**Run 1: placed standard cells**

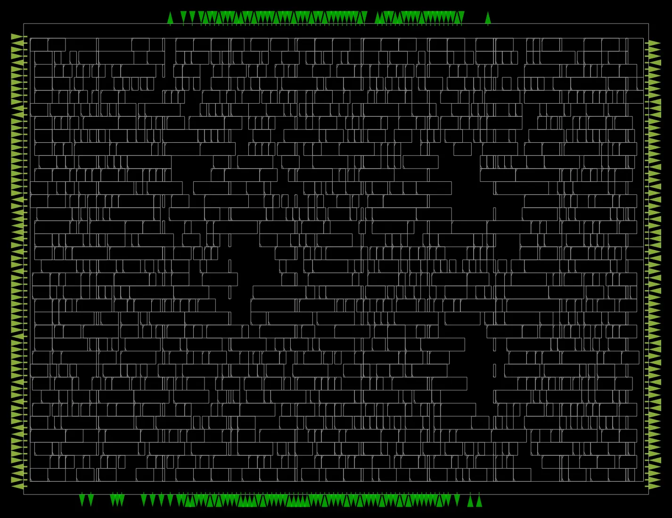
**Run 1: nets reached from selected ports**

Bar = 50 µm.
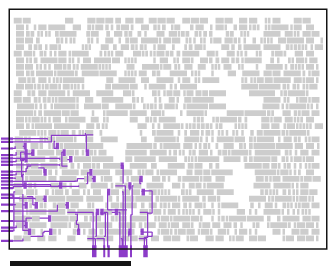
**Run 1: register map, names as in the netlist**

Other sequential cells in the stronger grey, the rest of the logic in the fainter grey.
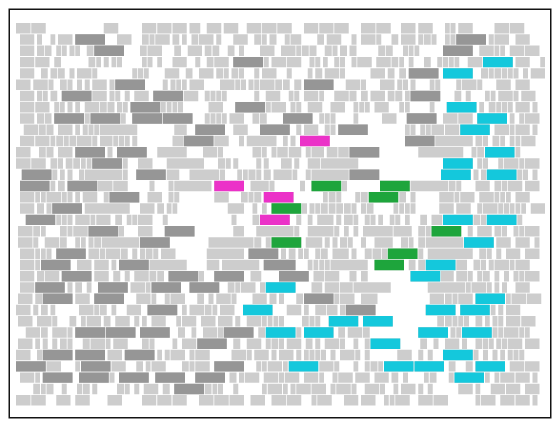
**Run 1: routed metal, one colour a layer**

Only two layers are drawn.
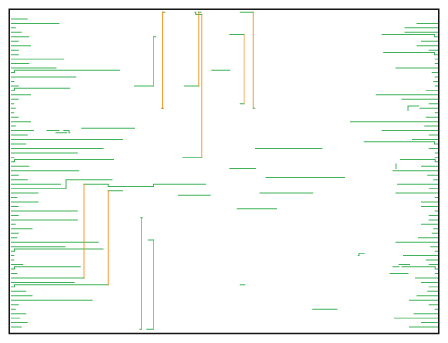
## src/rtl/mem_port_arbiter.sv

```systemverilog
// ============================================================================
// Module   : mem_port_arbiter
// Brief    : Shares one single-ported memory between instruction fetch (I) and
//            load/store (D) requesters, with bounded D streaks and a watchdog.
// Revision : 1.0 - initial release
// ============================================================================
`default_nettype none

module mem_port_arbiter #(
  parameter int ADDR_W         = 32,
  parameter int DATA_W         = 32,
  parameter int MAX_D_STREAK   = 4,
  parameter int TIMEOUT_CYCLES = 255
) (
  input  logic                clk,
  input  logic                reset,
  // instruction-fetch requester
  input  logic                i_req,
  input  logic [ADDR_W-1:0]   i_addr,
  output logic                i_ack,
  output logic [DATA_W-1:0]   i_rdata,
  // load/store requester
  input  logic                d_req,
  input  logic [ADDR_W-1:0]   d_addr,
  input  logic                d_we,
  input  logic [DATA_W-1:0]   d_wdata,
  input  logic [DATA_W/8-1:0] d_be,
  output logic                d_ack,
  output logic [DATA_W-1:0]   d_rdata,
  output logic                bus_error,
  // memory port
  output logic                mem_req,
  output logic                mem_we,
  output logic [ADDR_W-1:0]   mem_addr,
  output logic [DATA_W-1:0]   mem_wdata,
  output logic [DATA_W/8-1:0] mem_be,
  input  logic                mem_ack,
  input  logic [DATA_W-1:0]   mem_rdata
);

  localparam int BE_W = DATA_W / 8;

  localparam logic [1:0] c_ST_IDLE = 2'd0;
  localparam logic [1:0] c_ST_WAIT = 2'd1;
  localparam logic [1:0] c_ST_RESP = 2'd2;

  localparam logic       c_OWNER_I      = 1'b0;
  localparam logic       c_OWNER_D      = 1'b1;
  localparam logic [3:0] c_MAX_STREAK   = 4'(MAX_D_STREAK);
  localparam logic [7:0] c_TIMER_LAST   = 8'(TIMEOUT_CYCLES - 1);

  logic [1:0]        state_q,     state_d;
  logic              owner_q,     owner_d;
  logic [3:0]        streak_q,    streak_d;
  logic [7:0]        timer_q,     timer_d;
  logic              err_q,       err_d;
  logic [DATA_W-1:0] rdata_q,     rdata_d;
  logic              mem_req_q,   mem_req_d;
  logic              mem_we_q,    mem_we_d;
  logic [ADDR_W-1:0] mem_addr_q,  mem_addr_d;
  logic [DATA_W-1:0] mem_wdata_q, mem_wdata_d;
  logic [BE_W-1:0]   mem_be_q,    mem_be_d;

  logic w_grant_d;
  logic w_grant_i;
  logic w_timeout;

  // D has priority until it has won MAX_D_STREAK times in a row over a waiting I
  assign w_grant_d = d_req && (!i_req || (streak_q < c_MAX_STREAK));
  assign w_grant_i = !w_grant_d && i_req;
  assign w_timeout = (timer_q == c_TIMER_LAST);

  // State register and datapath registers
  always_ff @(posedge clk) begin
    if (reset) begin
      state_q     <= c_ST_IDLE;
      owner_q     <= c_OWNER_I;
      streak_q    <= '0;
      timer_q     <= '0;
      err_q       <= 1'b0;
      rdata_q     <= '0;
      mem_req_q   <= 1'b0;
      mem_we_q    <= 1'b0;
      mem_addr_q  <= '0;
      mem_wdata_q <= '0;
      mem_be_q    <= '0;
    end else begin
      state_q     <= state_d;
      owner_q     <= owner_d;
      streak_q    <= streak_d;
      timer_q     <= timer_d;
      err_q       <= err_d;
      rdata_q     <= rdata_d;
      mem_req_q   <= mem_req_d;
      mem_we_q    <= mem_we_d;
      mem_addr_q  <= mem_addr_d;
      mem_wdata_q <= mem_wdata_d;
      mem_be_q    <= mem_be_d;
    end
  end

  // Next-state logic
  always_comb begin
    state_d = state_q;
    unique case (state_q)
      c_ST_IDLE: if (w_grant_d || w_grant_i) state_d = c_ST_WAIT;
      c_ST_WAIT: if (mem_ack || w_timeout)   state_d = c_ST_RESP;
      c_ST_RESP: state_d = c_ST_IDLE;
      default:   state_d = c_ST_IDLE;
    endcase
  end

  // Datapath next values
  always_comb begin
    owner_d     = owner_q;
    streak_d    = streak_q;
    timer_d     = timer_q;
    err_d       = err_q;
    rdata_d     = rdata_q;
    mem_req_d   = mem_req_q;
    mem_we_d    = mem_we_q;
    mem_addr_d  = mem_addr_q;
    mem_wdata_d = mem_wdata_q;
    mem_be_d    = mem_be_q;
    unique case (state_q)
      c_ST_IDLE: begin
        if (w_grant_d) begin
          owner_d     = c_OWNER_D;
          mem_req_d   = 1'b1;
          mem_we_d    = d_we;
          mem_addr_d  = d_addr;
          mem_wdata_d = d_wdata;
          mem_be_d    = d_be;
          timer_d     = '0;
          if (!i_req)
            streak_d = '0;
          else if (streak_q != c_MAX_STREAK)
            streak_d = streak_q + 4'd1;
        end else if (w_grant_i) begin
          owner_d     = c_OWNER_I;
          mem_req_d   = 1'b1;
          mem_we_d    = 1'b0;
          mem_addr_d  = i_addr;
          mem_wdata_d = '0;
          mem_be_d    = {BE_W{1'b1}};
          timer_d     = '0;
          streak_d    = '0;
        end
      end
      c_ST_WAIT: begin
        timer_d = timer_q + 8'd1;
        // a late ack on the watchdog's final cycle still counts as success
        if (mem_ack) begin
          rdata_d   = mem_rdata;
          err_d     = 1'b0;
          mem_req_d = 1'b0;
        end else if (w_timeout) begin
          rdata_d   = '0;
          err_d     = 1'b1;
          mem_req_d = 1'b0;
        end
      end
      default: ;
    endcase
  end

  // Outputs
  always_comb begin
    i_ack     = 1'b0;
    d_ack     = 1'b0;
    i_rdata   = '0;
    d_rdata   = '0;
    bus_error = 1'b0;
    if (state_q == c_ST_RESP) begin
      bus_error = err_q;
      if (owner_q == c_OWNER_D) begin
        d_ack   = 1'b1;
        d_rdata = rdata_q;
      end else begin
        i_ack   = 1'b1;
        i_rdata = rdata_q;
      end
    end
  end

  assign mem_req   = mem_req_q;
  assign mem_we    = mem_we_q;
  assign mem_addr  = mem_addr_q;
  assign mem_wdata = mem_wdata_q;
  assign mem_be    = mem_be_q;

endmodule

`default_nettype wire

```

## config.mk

```make
export PLATFORM = sky130hd
export DESIGN_NAME = mem_port_arbiter
export DESIGN_NICKNAME = d
export VERILOG_FILES = /design/src/rtl/mem_port_arbiter.sv
export SDC_FILE = /design/constraint.sdc
export NUM_CORES = 1
export LEC_CHECK = 0
export ABC_AREA = 1
export CORE_ASPECT_RATIO = 0.75
export CORE_UTILIZATION = 43
export DETAILED_ROUTE_END_ITERATION = 8
export HOLD_SLACK_MARGIN = 0.06
export PLACE_DENSITY = 0.86
export SLEW_MARGIN = 0
export SYNTH_ARGS = -nofsm -noshare
export SYNTH_HDL_FRONTEND = slang
export SYNTH_SLANG_ARGS = --single-unit
```

## constraint.sdc

```tcl
create_clock -name clk -period 3.7 [get_ports clk]
set_clock_uncertainty 0.2 [all_clocks]
set_input_delay 1.11 -clock clk [delete_from_list [all_inputs] [get_ports clk]]
set_output_delay 1.11 -clock clk [all_outputs]
set_load 0.005 [all_outputs]
```

==> impl_metrics.ini, run 1 <==
; implementation run metrics
[sta]
tightest_slew_ns = 0.762
slew_headroom_pct = 48.6
fin_ws_ns = 0.179
rsz0062_at_grt = no
hold_ws_ns = 0.259
timing.fmax_mhz = 284

[run_status]
status = complete, no violations

[logic_synthesis]
synth.net_count = 951
synth_top_flop_cell = sky130_fd_sc_hd__dfxtp_1
synth_top_cell_by_count = sky130_fd_sc_hd__nand2_1
number_of_warning_messages_in_the_yosys_log = 0
yosys.area.top_type = sky130_fd_sc_hd__dfxtp_1
ys_ff = 118
synthDistinctLibCells = 22
synth_async_sr_flop_share_pct = 0
avgSynthCellArea_um2 = 6.57
largest_logic_family = simple AND/OR/NAND/NOR gates
synthSimpleGateAreaFrac_pct = 34.0
synth.cells.most_frequent = sky130_fd_sc_hd__nand2_1, sky130_fd_sc_hd__nor2_1, sky130_fd_sc_hd__dfxtp_1
synth-seq-area-share_pct = 44.5

[power]
power.ir.vdd_worst_uv = 360
pwr.group.clock_uw = 1780
leading_power_group = the clock network
p_int_uw = 2850
comb_power_share_pct = 16.8
pwr-share-clk_pct = 46.4
power_per_cell_area_mw_per_mm2 = 433
power_of_the_combinational_group_uw = 643

[floorplanning]
die.size.y_um = 98.3
design.die.area_mm2 = 0.0128
count_of_inserted_tapcells = 162

[global_route]
overflow = 0
grt_max_degree = 60
grt_use_met3_pct = 9.04
globalRoute.busiestLayer = met2
grt_first_pass_wirelength_um = 25200
use_met2_pct = 42.4
antenna_violations_before_repair = 0

[detailed_routing]
detail_route.iter0.violations = 269
met2_wirelength_um = 7710
met3_length_um = 1330
wl_met1_um = 6830
drt.antenna.violating_nets = 0
dr.pass1.iters = 5
drcViolationCount = 0

[final_layout]
clkCellAreaFrac_pct = 7.28
nNonClkInverters = 96
nClkBuffers = 17
net_count_reported_at_finish = 1212
comb_cell_area_mm2 = 0.00235
largest_cell_class = buffers
non_clock_buffer_count = 289
num-fill-cells = 970
antennaDiodeCount = 0
final_area_mm2 = 0.00883

[setup_path]
worst-path-stages = 8
worst_path_dominant_cell_family = buffers and inverters
critical-path-max-stage-delay_ns = 0.51
rr_startpoint = state_q[0]
setup.reg_to_reg.worst_slack_ns = 1.71
cp.buffers_inverters = 5
critPathMaxFanout = 16
crit_path_start = state_q[1]
reg2reg_depth = 6

[clock_network]
clk_pin_slew_ns = 0.06
clockBufferDepth = 2
postCtsSetupRepairBufs = 3
cts.sinks = 118
cts_root_buffer = sky130_fd_sc_hd__clkbuf_16
tritoncts = yes

[flow_run]
maxCapViolCount = 0
tool_warnings = 29

[min_path]
min-delay-path-class = reg2reg
timing.hold.worst_path_depth = 2

[placement]
postPlaceCellArea_mm2 = 0.00814
place.detailed.hpwl_um = 11400
routability_congestion_estimate_from_global_placement = 0.796
## Picture notes: 'placed standard cells'
share of the final layout cell area in sequential cells: 26.8%
Final Instance Count excl. Fillers: 1245

## Picture notes: 'nets reached from selected ports'
Purple stands for `d_wdata`, bits 32, direction input, edge 21 left, 11 bottom, end cells 32, buffers 32, wire 636 µm.
count of boundary I/O pins: 275
total of buffers placed on input and output ports: 274

## Picture notes: 'register map, names as in the netlist'
Green stands for `timer_q`, sequential cells 8. Cyan stands for `rdata_q`, sequential cells 32. Magenta stands for `streak_q`, sequential cells 4, where centre.
share of the core filled with cells: 74.7%
register area: 0.00236 mm²
power attributed to sequential cells: 1410 µW

## Picture notes: 'routed metal, one colour a layer'
Orange stands for metal 4, wire length 279 µm. Green stands for metal 3, wire length 1330 µm.
Detailed Route WL: 16200 µm
Vias: 5806
Total GRT Usage: 24.8%
average wire per standard cell: 13.0 µm

==> run 2, diff against run 1 <==
--- a/config.mk
+++ b/config.mk
@@ -6,8 +6,10 @@
 export NUM_CORES = 1
 export LEC_CHECK = 0
 export ABC_AREA = 1
+export CAP_MARGIN = 30
 export CORE_ASPECT_RATIO = 0.75
 export CORE_UTILIZATION = 43
+export CTS_CLUSTER_DIAMETER = 40
 export DETAILED_ROUTE_END_ITERATION = 8
 export HOLD_SLACK_MARGIN = 0.06
 export PLACE_DENSITY = 0.86
**Run 2: placed standard cells**

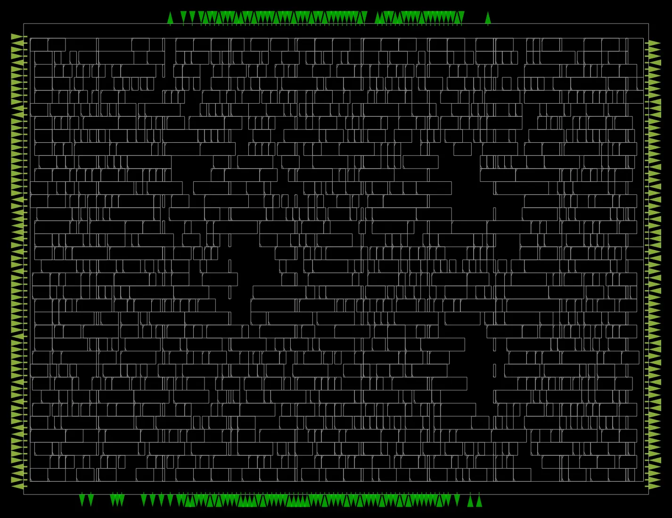
count of inserted tapcells: 162
FF+latch count: 118

**Run 2: signal wires on met2**

Bar = 50 µm.
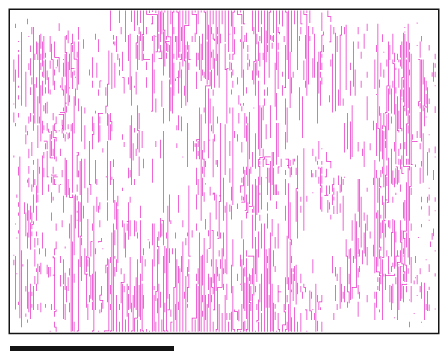
The longest straight run is 49.1 µm. The layer carries 7710 µm of wire. The wires run mostly vertical.
met2 track demand over resource: 42.4%

**Run 2: routed metal, one colour a layer**

Only two layers are drawn.
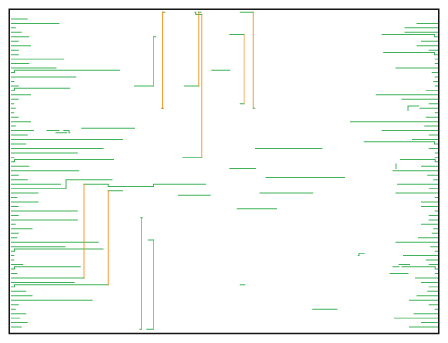

==> run 2 against run 1 <==
  * Count of clock-buffer cells in the layout did not move
  * Critical path depth did not move
  * Sequential share of layout area did not move
  * Combinational power barely moved
  * Sequential cell count did not move
  * Cell count did not move
  * Critical path type unchanged
  * Largest cell class unchanged
==> impl_metrics.ini, run 2 <==
; implementation run metrics
[run_status]
status = complete, no violations

[flow_run]
maxCapViolCount = 0
tool_warnings = 29

[detailed_routing]
detail_route.wl_per_cell_um = 13.0
detail_route.iter0.violations = 269
routed_wl_um = 16200
met3_length_um = 1330
wl_met1_um = 6830
detailroute.via_count = 5806
drt.antenna.violating_nets = 0
routed_via_density = 4.66
drcViolationCount = 0
dr.max_layer_used = met4
met2_wirelength_um = 7710
dr.pass1.iters = 5

[clock_network]
cts.sinks = 118
clockBufferDepth = 2
postCtsSetupRepairBufs = 3
cts_root_buffer = sky130_fd_sc_hd__clkbuf_16
clk_pin_slew_ns = 0.06
hold_fix_buffers_at_cts = 0
insertion_delay_ns = 0.40
tritoncts = yes
cts.repair.resized = 3
numCtsBuffers = 17

[final_layout]
final-instance-count-excl-fill = 1245
logic_gates = 548
antennaDiodeCount = 0
area.share.sequential_pct = 26.8
finish.utilization_pct = 74.7
syn_to_final_growth_pct = 66.3
non_clock_buffer_count = 289
most-common-layout-cells = sky130_fd_sc_hd__clkdlybuf4s50_1, sky130_fd_sc_hd__nand2_1, sky130_fd_sc_hd__nor2_1, sky130_fd_sc_hd__dfxtp_1, sky130_fd_sc_hd__inv_1
num-fill-cells = 970
nNonClkInverters = 96
clkCellAreaFrac_pct = 7.28
ratio_of_cells_with_drive_above_1_in_the_final_layout_pct = 5.63
nClkBuffers = 17
lay_top_count = sky130_fd_sc_hd__clkdlybuf4s50_1
final_area_mm2 = 0.00883
net_count_reported_at_finish = 1212
ff_latch_area_mm2 = 0.00236
comb_cell_area_mm2 = 0.00235
largest_cell_class = buffers

[power]
power_of_the_combinational_group_uw = 643
pwr.group.clock_uw = 1780
power_per_cell_area_mw_per_mm2 = 433
p_int_uw = 2850
seq_power_share_pct = 36.7
leading_power_group = the clock network
power.ir.vdd_worst_uv = 360
pwr-share-clk_pct = 46.4
comb_power_share_pct = 16.8
sequentialPower_uw = 1410

[sta]
hold_ws_ns = 0.259
rsz0062_at_grt = no
timing.fmax_mhz = 284
hold_viol = 0
tightest_slew_ns = 0.762
fin_ws_ns = 0.179
maxSlewViolCount = 0
slew_headroom_pct = 48.6

[min_path]
worstHoldStart = rdata_q[11]
timing.hold.worst_path_depth = 2
min-delay-path-class = reg2reg
hold_end = rdata_q[11]

[floorplanning]
design.die.area_mm2 = 0.0128
fp-row-count = 34
io_pins = 275
die.size.y_um = 98.3

[global_route]
global_route.usage.met1_pct = 28.9
antenna_violations_before_repair = 0
globalRoute.busiestLayer = met2
grt_first_pass_wirelength_um = 25200
grt_use_met3_pct = 9.04
grt_max_degree = 60
overflow = 0
grt.total_usage_pct = 24.8

[setup_path]
cp.required_ns = 2.39
cp.buffers_inverters = 5
crit_path_start = state_q[1]
critPathMaxFanout = 16
worst_path_dominant_cell_family = buffers and inverters
reg2reg_depth = 6
reg_to_reg_endpoint = rdata_q[12]
worst-path-stages = 8
crit_arrival_ns = 2.21
timing.setup.critical_path_class = reg2out
worstPathCellList = inv_1 > nor2_1 > inv_1 > nor2_4 > clkinvlp_4 > buf_4 > nor2_1 > clkdlybuf4s50_1
setup.reg_to_reg.worst_slack_ns = 1.71
critical-path-max-stage-delay_ns = 0.51
rr_startpoint = state_q[0]

[logic_synthesis]
synthesis.area_mm2 = 0.00531
synth_async_sr_flop_share_pct = 0
ys_ff = 118
yosys.area.top_type = sky130_fd_sc_hd__dfxtp_1
synth.yosys.num_cells = 809
postSynthCellCount = 809
synth.cells.most_frequent = sky130_fd_sc_hd__nand2_1, sky130_fd_sc_hd__nor2_1, sky130_fd_sc_hd__dfxtp_1
synth.net_count = 951
synth_top_cell_by_count = sky130_fd_sc_hd__nand2_1
synth.cellmix.xorXnorShare_pct = 0
synth_top_flop_cell = sky130_fd_sc_hd__dfxtp_1
synthMuxAreaShare_pct = 0
largest_logic_family = simple AND/OR/NAND/NOR gates
synth-seq-area-share_pct = 44.5
synthSimpleGateAreaFrac_pct = 34.0
number_of_warning_messages_in_the_yosys_log = 0
avgSynthCellArea_um2 = 6.57
synthDistinctLibCells = 22

[placement]
total_of_buffers_placed_on_input_and_output_ports = 274
place_worst_setup_slack_ns = 0.414
routability_congestion_estimate_from_global_placement = 0.796
place.detailed.hpwl_um = 11400
postPlaceCellArea_mm2 = 0.00814
Power is estimated from default activity; no workload was simulated.
